Figure 1. Wire density map.
Drawn at 3 px/µm. The die is cut into 25 by 22 equal tiles; dark purple is low, yellow is high, scaled to the fullest tile. Values are wire area over tile area, all layers added.
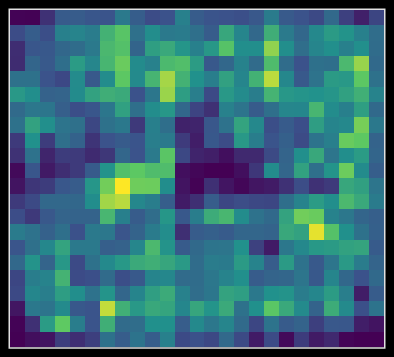
Figure 2. Sizing map.
Drawn at 2 px/µm.
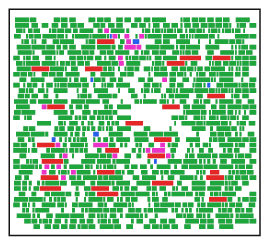
Figure 3. Zoomed window.
Region (37, 54) to (87, 104) µm. Cells in grey, sequential cells in the stronger grey; small squares are vias.
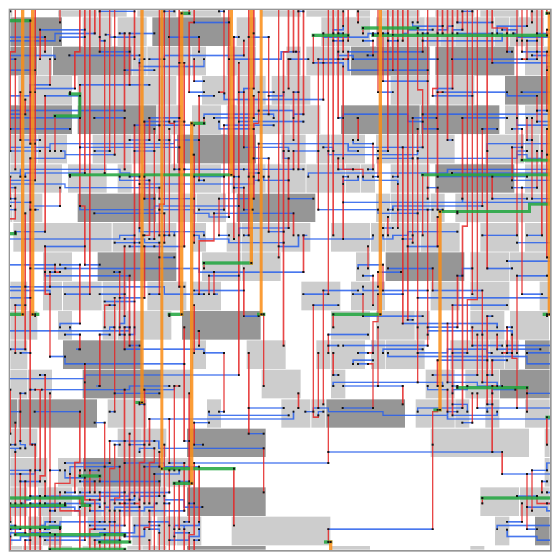
Figure 4. Placement view.
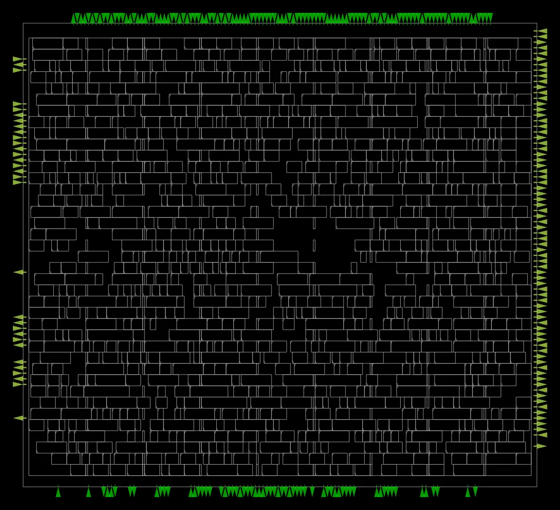
Figure 5. PDN straps and rails.
Drawn at 4 px/µm. Pins as bars on the die edge.
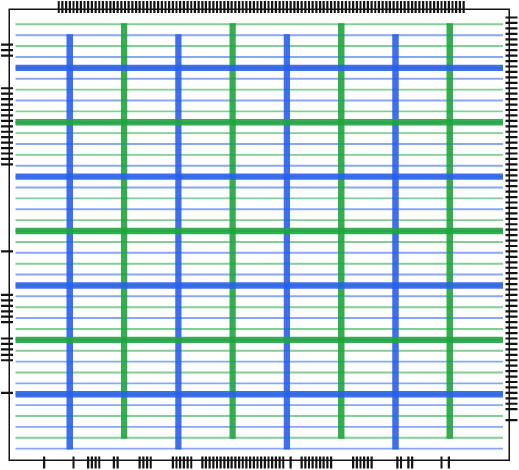
==> config.mk <==
export PLATFORM = sky130hd
export DESIGN_NAME = mem_arbiter
export DESIGN_NICKNAME = d
export VERILOG_FILES = /design/src/rtl/mem_arbiter.sv
export SDC_FILE = /design/constraint.sdc
export NUM_CORES = 1
export LEC_CHECK = 0
export CAP_MARGIN = 20
export CORE_ASPECT_RATIO = 0.9
export CORE_UTILIZATION = 45
export CTS_CLUSTER_SIZE = 24
export DETAILED_ROUTE_END_ITERATION = 16
export PLACE_DENSITY_LB_ADDON = 0.1
export REMOVE_ABC_BUFFERS = 1
export SLEW_MARGIN = 0
export SYNTH_ARGS = -nofsm -noshare
export SYNTH_HDL_FRONTEND = slang
export SYNTH_SLANG_ARGS = --single-unit
==> constraint.sdc <==
create_clock -name clk -period 3.2 [get_ports clk]
set_clock_uncertainty 0.2 [all_clocks]
set_input_delay 0.8 -clock clk [delete_from_list [all_inputs] [get_ports clk]]
set_output_delay 0.8 -clock clk [all_outputs]
set_load 0.01 [all_outputs]
==> run notes <==
fresh numbers from the pnr run: Residual DRC=0, fmax=326 MHz, number of clock buffers in the layout=22, share of cells above drive strength 1=5.68%, warning total across the stage logs=26, Pwr per Cell Area=508 nW/µm², vias in the first global route=6113, r2r setup slk=810 ps, Post-synth seq share=49.9%, Critical Path, Cell by Cell=clkdlybuf4s50_1 > nand3_2 > inv_1 > clkdlybuf4s50_1, Non-CTS inverters=5, HPWL after DPL=14100 µm, clk latency late pin=420 ps, clk root buf=clkbuf_16, data required time of the worst path=2200 ps, adder share=0.411%, CP Launch Type=input pin, Reg2Reg Depth=7, DIE AREA=14000 µm², endpoints failing hold=0, CP most frequent cell=clkdlybuf4s50_1, mux frac, synth=0.164%, TritonCTS Buffers=17, Slowest-stage cell, CP=clkdlybuf4s50_1, GR met2 Demand/Resource=48.8%, global-route wire length before repair=32800 µm, metal3 WL=1430 µm, Vias per Instance=5.74, syn_area_per_cell=8.53 µm², Yosys Warn Count=0, Pre-Place Util=47.1%, Hold Worst Slack=267 ps, Max-cap violations=0, Signal buf overhead=30.7%, Placer Congestion=0.868, largest net degree at the start of global routing=93, xor/xnor share=0%, leakage=0.00331 µW, Yosys Instances=714, combinational share of power=14.4%, MI comb cells=483, overflow left after global routing=0, Sequential cell area=3040 µm², Sink Count=152, worst hold path class=reg -> reg, hold_buf cts=0, initial antenna violation count=0, mapped cell area=6090 µm², Final Setup Violations=0, Detail Route Antenna Nets=0, Crit Path Category=in -> out, cell count after synthesis=714, Post-CTS Setup Repair Bufs=0, initial DRC count=783, Fin Setup TNS=0 ps, Top cells excl fill/tap=clkdlybuf4s50_1, dfxtp_1, nand2_1, most used logic cell in the final layout=clkdlybuf4s50_1, and+or+nand+nor area frac=19.8%, YS chip area=6090 µm², NetSw=1130 µW, Post-layout nets=1097, Yosys top cell by area=dfxtp_1, I/O Buffers=278, Slew HR=37.5%, total power=4870 µW, highest metal used=met4, Bufs and invs on worst path=3, dpl cell area=8970 µm², number of gates resized after cts=0, Synth top area share=49.9%, logic share of the area=28.7%, H-tree Lvls=4, ao+oa area frac=24.3%, Top delay family on crit path=buffers and inverters, Final Cycle Share=96.0%, dominant class by area=sequential cells, crit end category=output pin, First-pass DRT Iterations=5, Max FO, Critical Path=4, met1 Use GR=35.6%, met3 Usage GRT=7.53%, largest power group=clock, Main synth FF type=dfxtp_1, logic area=2760 µm², RSZ-0062 raised after global routing=no, Diodes inserted=0, GRT busiest layer=met2, EDFF count, synth=0, synth top area cells=dfxtp_1, nand2_1, a21oi_1, Max Slew Vio Count=0, switching portion of total power=23.1%, Seq pwr share=41.5%, Seq power=2020 µW, final core occ=74.2%, flop count=152, cell count after placement=1102, clk tree area frac=6.53%, I/O pin count=279, P_comb=702 µW, flop share of the area=31.7%, clk slew on worst S/H paths=60 ps, cell count of the worst hold path=2, outcome=complete, no violations, min Tclk post-route=3070 ps, Setup WS pre-CTS=28.9 ps, cell-internal power=3750 µW, clock share of power=44.1%, Longest Clk Path Bufs=2, Worst path max stage delay=560 ps, CTS tree=done, met2 wire length=10500 µm, Synth logic family=AND-OR/OR-AND gates, most frequent cells after synthesis=dfxtp_1, nand2_1, nor2_1, Post-synth ARST share=0%
Back to the opening pictures, Figure 1:
fullest tile = 0.63
emptiest ninth of the die = middle
nearly empty tiles = 2.2%
tiles over half the peak = 25%
via count: 6503
wire length per cell: 18.5 µm
Tot GR Track Use: 29.5%
final WL: 20900 µm

Back to the opening pictures, Figure 2:
green -> x1 and smaller  # cells 914, share 94%, most used clkdlybuf4s50_1
red -> x6 and larger  # cells 24, share 2.5%, most used clkbuf_16
blue -> x2  # cells 7, share 0.72%, most used clkinv_2
magenta -> x3 and x4  # cells 24, share 2.5%, most used buf_4
Setup WS post-layout: 129 ps
Non-clk bufs: 298
post-route cell area: 9600 µm²
area delta synth->final: 57.5%

Back to the opening pictures, Figure 3:
orange -> M4
green -> M3
blue -> M1
red -> M2
most frequent = clkdlybuf4s50_1 (44), dfxtp_1 (25)
sequential cells in the window = 25
cells with their middle in the window = 180

Back to the opening pictures, Figure 4:
Core ar.: 12900 µm²
filler instances: 952
FP Rows: 39

Back to the opening pictures, Figure 5:
blue -> VSS
green -> VDD
signal pins = 279
met5 straps = 7
met1 rails = 40
rows = 39
met4 straps = 8
Peak VDD IR: 0.415 mV
Die H: 112 µm
Die X: 125 µm

Power and IR drop assume default switching activity.
